## config.mk

```make
export PLATFORM = sky130hd
export DESIGN_NAME = edge_event_arbiter
export DESIGN_NICKNAME = d
export VERILOG_FILES = /design/src/rtl/edge_event_arbiter.sv
export SDC_FILE = /design/constraint.sdc
export NUM_CORES = 1
export LEC_CHECK = 0
export ABC_AREA = 1
export CAP_MARGIN = 40
export CORE_UTILIZATION = 47
export DETAILED_ROUTE_END_ITERATION = 12
export GPL_TIMING_DRIVEN = 0
export HOLD_SLACK_MARGIN = 0.12
export PLACE_DENSITY = 0.86
export SLEW_MARGIN = 20
export SYNTH_ARGS = -nofsm -noshare
export SYNTH_HDL_FRONTEND = slang
export SYNTH_HIERARCHICAL = 1
export SYNTH_SLANG_ARGS = --single-unit
```

## constraint.sdc

```tcl
create_clock -name clk -period 2 [get_ports clk]
set_clock_uncertainty 0.15 [all_clocks]
set_input_delay 0.5 -clock clk [delete_from_list [all_inputs] [get_ports clk]]
set_output_delay 0.5 -clock clk [all_outputs]
set_load 0.01 [all_outputs]
```

## src/rtl/edge_event_arbiter.sv

```systemverilog
// Multi-channel edge detector with one pending slot per channel, round-robin
// onto a single valid/ready event port. Define EDGE_ARB_SYNC_EN to add 2-flop input synchronizers.

module edge_event_lane (
    input  logic clk,
    input  logic reset,
    input  logic primed,
    input  logic d,
    input  logic rise_en,
    input  logic fall_en,
    input  logic gnt,
    input  logic ovf_clr,
    output logic pend,
    output logic pend_type,
    output logic overflow
);
    logic d_s, d_q, rise, fall, qual, drop;

`ifdef EDGE_ARB_SYNC_EN
    logic s1, s2;
    always_ff @(posedge clk) begin
        if (!reset) begin
            s1 <= 1'b0;
            s2 <= 1'b0;
        end else begin
            s1 <= d;
            s2 <= s1;
        end
    end
    assign d_s = s2;
`else
    assign d_s = d;
`endif

    assign rise = d_s & ~d_q;
    assign fall = ~d_s & d_q;
    assign qual = primed & ((rise & rise_en) | (fall & fall_en));
    // a grant in the same cycle frees the slot, so the new event reloads it
    assign drop = qual & pend & ~gnt;

    always_ff @(posedge clk) begin
        if (!reset) begin
            d_q       <= 1'b0;
            pend      <= 1'b0;
            pend_type <= 1'b0;
            overflow  <= 1'b0;
        end else begin
            d_q <= d_s;
            if (qual && !drop) begin
                pend      <= 1'b1;
                pend_type <= rise;
            end else if (gnt) begin
                pend <= 1'b0;
            end
            if (drop)
                overflow <= 1'b1;
            else if (ovf_clr)
                overflow <= 1'b0;
        end
    end
endmodule

module edge_event_arbiter #(
    parameter int N_CH = 4,
    parameter int CH_W = 2
) (
    input  logic            clk,
    input  logic            reset,
    input  logic [N_CH-1:0] d,
    input  logic [N_CH-1:0] cfg_rise_en,
    input  logic [N_CH-1:0] cfg_fall_en,
    input  logic            evt_ready,
    output logic            evt_valid,
    output logic [CH_W-1:0] evt_ch,
    output logic            evt_type,
    input  logic            ovf_clr,
    output logic [N_CH-1:0] overflow
);
`ifdef EDGE_ARB_SYNC_EN
    localparam int STAGES = 2;
`else
    localparam int STAGES = 0;
`endif

    logic [STAGES:0]  vld_pipe;
    logic             primed;
    logic [N_CH-1:0]  pend, pend_type, gnt_vec;
    logic [CH_W-1:0]  rr_ptr, gnt_idx, cand_idx;
    logic             found, slot_free;

    assign primed    = vld_pipe[STAGES];
    assign slot_free = ~evt_valid | evt_ready;

    edge_event_lane u_lane [N_CH-1:0] (
        .clk       (clk),
        .reset     (reset),
        .primed    (primed),
        .d         (d),
        .rise_en   (cfg_rise_en),
        .fall_en   (cfg_fall_en),
        .gnt       (gnt_vec),
        .ovf_clr   (ovf_clr),
        .pend      (pend),
        .pend_type (pend_type),
        .overflow  (overflow)
    );

    // first pending channel strictly after rr_ptr, wrapping at N_CH
    always_comb begin
        found    = 1'b0;
        gnt_idx  = '0;
        cand_idx = '0;
        gnt_vec  = '0;
        for (int off = 1; off <= N_CH; off++) begin
            cand_idx = CH_W'((int'(rr_ptr) + off) % N_CH);
            if (!found && pend[cand_idx]) begin
                found   = 1'b1;
                gnt_idx = cand_idx;
            end
        end
        if (slot_free && found)
            gnt_vec[gnt_idx] = 1'b1;
    end

    always_ff @(posedge clk) begin
        if (!reset) begin
            vld_pipe  <= '0;
            evt_valid <= 1'b0;
            evt_ch    <= '0;
            evt_type  <= 1'b0;
            rr_ptr    <= CH_W'(N_CH - 1);
        end else begin
            vld_pipe <= (vld_pipe << 1) | (STAGES+1)'(1);
            if (slot_free) begin
                if (found) begin
                    evt_valid <= 1'b1;
                    evt_ch    <= gnt_idx;
                    evt_type  <= pend_type[gnt_idx];
                    rr_ptr    <= gnt_idx;
                end else begin
                    evt_valid <= 1'b0;
                end
            end
        end
    end
endmodule

```

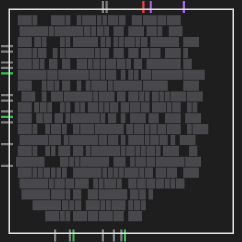
(run_1/pins.png)
Drawn at 4 px/um. Pins as bars across the die edge, other pins in gray.
| color | port | pins | direction | edge |
|---|---|---|---|---|
| red | evt_type | 1 | output | north |
| purple | evt_ch | 2 | output | north |
| green | cfg_rise_en | 4 | input | 2 west, 2 south |
die height: 55.6 um
Port Buffer Count: 23

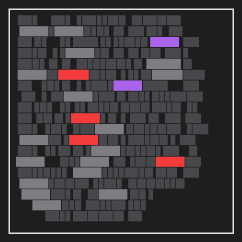
(run_1/registers.png)
Drawn at 4 px/um.
| color | signal | placed flops |
|---|---|---|
| purple | evt_ch | 2 |
| red | u_lane/pend | 4 |
not colored: 17

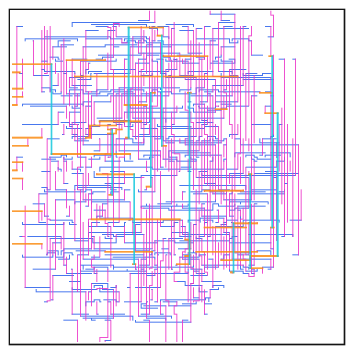
(run_1/metal_stack.png)
Drawn at 6 px/um.
| color | layer | wire length |
|---|---|---|
| cyan | met4 | 198 um |
| orange | met3 | 199 um |
| blue | met1 | 1560 um |
| magenta | met2 | 2100 um |
routed length per instance: 13.9 um
final routed wirelength across all metal layers: 4050 um
combined global-route utilization of all metal layers: 0.217

==> summary.txt, run 1 <==
Results of the implementation run.

The weighted congestion reported at the end of routability-driven placement came out at 0.810. The via density per instance came out at 5.27. Per the synth stats, the proportion of register bits with asynchronous set or reset is 0.

The mapped cell area is 1350 um2. The post-cts sizing count came out at 23. The final reports fail on setup timing.

The reported combinational group power is 0.00142 W. The cell with the biggest individual delay on the critical path is dfxtp_2. The total number of vias came out at 1535. Wire segments on met3 add up to 198 um in the final route. The count of maximum capacitance violations is 0. TritonCTS built the clock tree.

The final sequential cell count is 23. The post-synthesis sequential element count is 23. For hold timing, the worst endpoint is u_lane[1]/overflow. For the final routed database, the setup TNS stands at -1.35 ns. The critical path data required time is 2.12 ns. The total grt overflow is 0. The core utilization before placement came out at 0.494. In this run the post-CTS setup repair buffer count came out at 10. Sorting the synthesized cells by area gives the leading types as dfxtp_1 34%, nand2_1 17%, inv_1 12%.

Looking at the max-slew report, the worst-margin pin has a slew of 0.652 ns. The total count of max-transition violations in the final report came out at 0. The horizontal extent of the die came out at 55.6 um. The worst setup slack after layout came out at -0.170 ns. The minimum period implied by the final worst setup slack came out at 2.17 ns. The number of hold buffers added after CTS is 0. The worst slack after detailed placement is -0.127 ns. The met1 track demand over resource came out at 0.246. For reference, the placement row count at floorplan is 19. The top cell type in the final layout, fill and taps aside, is inv_1. The post-route antenna net violation count is 0. In the power breakdown, the biggest contributor is combinational logic.

As reported, the later end of the worst-skew pair has a clock insertion delay of 0.33 ns. In this run the standard cell core region covers 2730 um2. The worst setup path endpoint is u_lane[1]/pend_type.

The clock group share of total power is 0.102. The clock transition at the register clock pins on the worst setup and hold paths after CTS is 0.14 ns. The met2 wire length came out at 2100 um. The run finished, with violations left. Static timing analysis puts the maximum clock frequency at 0.461 GHz.

The number of setup violations in the final report came out at 12. The power share of the sequential group came out at 0.267. The endpoint class of the critical path is a flip-flop.

The highest-utilization routing layer at the global route stage is met2. The total number of cells along the worst setup path is 19. The startpoint identified for the worst hold timing path is u_lane[1]/overflow.

The global routing usage on met2 came out at 0.399. The met3 capacity usage during global routing came out at 0.0279. The most critical setup path has its startpoint at rr_ptr[0]. The cell type that accounts for the most area after synthesis is dfxtp_1. The switching power is 0.00102 W. Per the synthesis report, the AND-OR/OR-AND share of the synthesized area is 0.0565. The post-synthesis adder-cell area fraction came out at 0. Per the CTS log, the maximum H-tree level is 1.

The stage delay of the slowest cell on the critical path is 0.39 ns. Across the whole layout, storage elements account for 467 um2. The final period utilization came out at 1.08. The number of global-route vias before repair is 1393. TritonCTS created 3 clock buffers.

Among the non-sequential cells, simple AND/OR/NAND/NOR gates take the most area. The gate-level netlist out of Yosys references 20 unique cell types. Setup repair after global routing could not meet its margin everywhere. Signal nets in the final route climb as high as met4.
==> run 1 -> run 2 <==
Settings changed: CAP_MARGIN 40 to 10.
==> summary.txt, run 2 <==
Results of the implementation run.

The run finished, with violations left. The final reports fail on setup timing. The later pin in the worst-skew pair is clocked with a latency of 0.33 ns.

In the CTS report, the clock slew at the register clock pins of the worst setup and hold paths is listed as 0.14 ns. The origin of the worst setup path is rr_ptr[0]. The wire length on met3 came out at 198 um. The maximum frequency from static timing analysis is 0.461 GHz. The total count of max-transition violations in the final report is 0. The DRC violation total after the first TritonRoute iteration came out at 62.

The horizontal extent of the die is 55.6 um. The total tool warning count is 28. The total number of cells along the worst setup path is 19.

The cell area that synthesis handed to floorplanning was 1350 um2. The number of setup violations in the final report came out at 12. The placed instance count came out at 266. The internal portion of total power is 0.00123 W.

The total number of vias is 1535. Yosys reported that registers with async set or reset make up 0. Setup repair after global routing could not meet its margin everywhere. The total setup buffers inserted after CTS came out at 10. Across the whole layout, storage elements account for 467 um2. Per the hold report, the tightest min-delay path originates at u_lane[1]/overflow. The post-synthesis sequential element count came out at 23. The post-cts sizing count is 23. The count of distinct cell types in the synthesized netlist came out at 20. The detailed-route wire length per cell came out at 13.9 um. The number of global-route vias before repair is 1393.

The worst setup slack after layout came out at -0.170 ns. The fraction of the mapped netlist area in compound gates is 0.0565. The fraction of area in clock buffers and inverters came out at 0.0132.

The signal on the critical path passes through buf_8 -> inv_8 -> nand2_4 -> nand2_4 -> nand2_2 -> nand2_4 -> nand2_4 -> nand2_2 -> nand2_2 -> nand2_2 -> inv_2 -> nand2_4 -> nor2_1 -> inv_1 -> nand2_2 -> nand3_2 -> nand2_1 -> inv_1 -> nor2_1. The most common cell after layout, fill and taps aside is inv_1. The cell area after placement came out at 1620 um2. The critical path ends at u_lane[1]/pend_type. The worst flop-to-flop path startpoint is rr_ptr[0]. Yosys reports that the most numerous cell types are 60 x nand2_1, 44 x inv_1, 23 x dfxtp_1. The power report attributes to the clock group a share of 0.102. The core footprint is 2730 um2.

The smallest clock period supported by the final layout is computed as 2.17 ns. The stage delay of the slowest cell on the critical path is 0.39 ns. The number of core rows came out at 19. The main kind of combinational logic by area is simple AND/OR/NAND/NOR gates. The critical path data required time is 2.12 ns. The met3 capacity usage during global routing came out at 0.0279.

The cell-mix breakdown from Yosys lists the simple-gate area share as 0.452. The power share of the sequential group came out at 0.267. At the end of routability-driven placement, the weighted congestion stood at 0.810. The floorplan step set the die height to 55.6 um. The transition at the pin with the smallest max-transition slack came out at 0.652 ns. The met2 wire length is 2100 um. Hold analysis lists the worst path endpoint as u_lane[1]/overflow. The endpoint class of the critical path is a flip-flop. The final sequential cell count came out at 23. In the layout the commonest cells are 44 x inv_1, 38 x nand2_1, 23 x clkdlybuf4s50_1, 21 x nand2_2. The total track usage is 0.217.

The group with the largest share of power is combinational logic. The net switching fraction of the power came out at 0.454. The clock network power consumption came out at 0.000230 W. The post-synthesis adder-cell area fraction is 0. The global routing usage on met2 is 0.399. The reported combinational group power came out at 0.00142 W. The summed negative setup slack over all endpoints came out at -1.35 ns. The final period utilization came out at 1.08. The total grt overflow is 0.

The switching power is 0.00102 W. The number of input and output port buffers inserted came out at 23. The core utilization before placement came out at 0.494.

The report puts the hold buffer count at CTS at 0. The cell with the biggest individual delay on the critical path is dfxtp_2. The via density per instance is 5.27. By area the synthesized netlist is led by dfxtp_1 34%, nand2_1 17%, inv_1 12%. The number of buffers added by the clock tree synthesis step is 3. Routed signal wires occupy layers up through met4. The largest total area in the synthesized netlist belongs to dfxtp_1.

The report counts max-capacitance violations totalling 0. The global routing report lists met1 layer usage as 0.246. Logged for this run, the post-placement worst setup slack is -0.127 ns. Along the worst path, the maximum fanout reaches 6. The global routing stage identified its most utilized layer as met2. The TritonCTS clock tree is done.

The post-route antenna net violation count is 0. The sum of routed wire length over all layers is 4050 um. The maximum level of the CTS H-tree is 1.
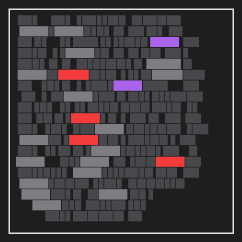
(run_2/registers.png)
Drawn at 4 px/um.
| color | signal | placed flops |
|---|---|---|
| purple | evt_ch | 2 |
| red | u_lane/pend | 4 |
not colored: 17

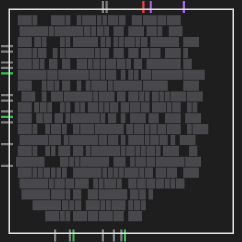
(run_2/pins.png)
Drawn at 4 px/um. Pins as bars across the die edge, other pins in gray.
| color | port | pins | direction | edge |
|---|---|---|---|---|
| red | evt_type | 1 | output | north |
| green | cfg_rise_en | 4 | input | 2 west, 2 south |
| purple | evt_ch | 2 | output | north |
all pins by edge: 12 west, 7 south, 5 north

==> run 2 -> run 3 <==
Settings changed: CORE_UTILIZATION 47 to 40, PLACE_DENSITY 0.86 to 0.77.
==> summary.txt, run 3 <==
Results of the implementation run.

In the synthesized netlist the async set-or-reset flop fraction comes to 0. Once the clock tree was built, the setup fixing pass inserted 2 buffers. The met2 wire length came out at 1750 um.

The die is 60.1 um tall. Prior to clock tree synthesis, the placed netlist has a worst setup slack of -0.111 ns. Leaving out fill and tap cells, the most frequent cell in the layout is inv_1. The switching power came out at 0.000952 W. Static timing analysis puts the maximum clock frequency at 0.476 GHz. TritonCTS built the clock tree. The clock transition at the register clock pins on the worst setup and hold paths after CTS is 0.13 ns. STA lists the startpoint of the worst register-to-register path as rr_ptr[0].

The worst setup slack after layout came out at -0.100 ns. After detailed routing, the total wire length is 3200 um. The launch point of the critical path was reported as rr_ptr[0]. The post-synthesis adder-cell area fraction came out at 0. Walking the worst path, the cells encountered are buf_6 -> nand2_2 -> nand2_2 -> nand2_2 -> nand2_2 -> nand2_4 -> nand2_2 -> nand2_2 -> nand2_2 -> inv_2 -> nor2_4 -> inv_2 -> nor2_2 -> inv_1 -> nand2_2 -> nand3_2 -> nand2_1 -> inv_1 -> nor2_1. The wire length on met3 came out at 103 um. The clock group share of total power came out at 0.096. The number of core rows came out at 20. The internal portion of total power is 0.00120 W. The reported combinational group power came out at 0.00134 W.

The number of buffers added by the clock tree synthesis step is 3. The critical path data required time is 2.10 ns. The checks that failed: setup timing. The flow ran to the end, but the final reports show violations.

The fraction of the mapped netlist area in compound gates came out at 0.0565. The core footprint came out at 3130 um2. The final period utilization came out at 1.05. The number of setup violations in the final report came out at 10. The number of global-route vias before repair is 1060.

The final sequential cell count came out at 23. The commonest cells after synthesis are 60 x nand2_1, 44 x inv_1, 23 x dfxtp_1. The transition at the pin with the smallest max-transition slack came out at 0.628 ns. The clock network power consumption is 0.000208 W.

The hold path startpoint is u_lane[1]/overflow.
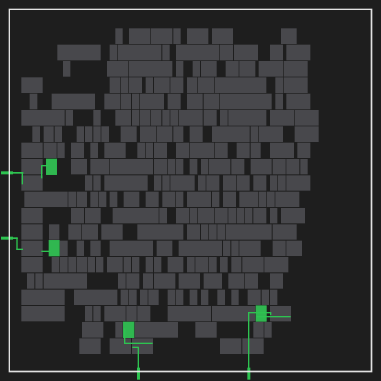
(run_3/port_nets.png)
Drawn at 6 px/um.
| color | port | bits | direction | edge | end cells | buffers | wire |
|---|---|---|---|---|---|---|---|
| green | cfg_rise_en | 4 | input | 2 west, 2 south | 4 | 4 | 41.7 um |
I/O pin cnt: 24

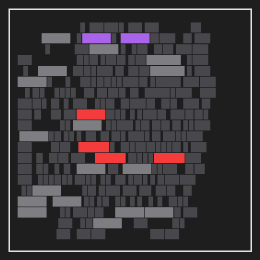
(run_3/registers.png)
Drawn at 4 px/um.
| color | signal | placed flops |
|---|---|---|
| red | u_lane/pend | 4 |
| purple | evt_ch | 2 |

Power and IR drop assume default switching activity.
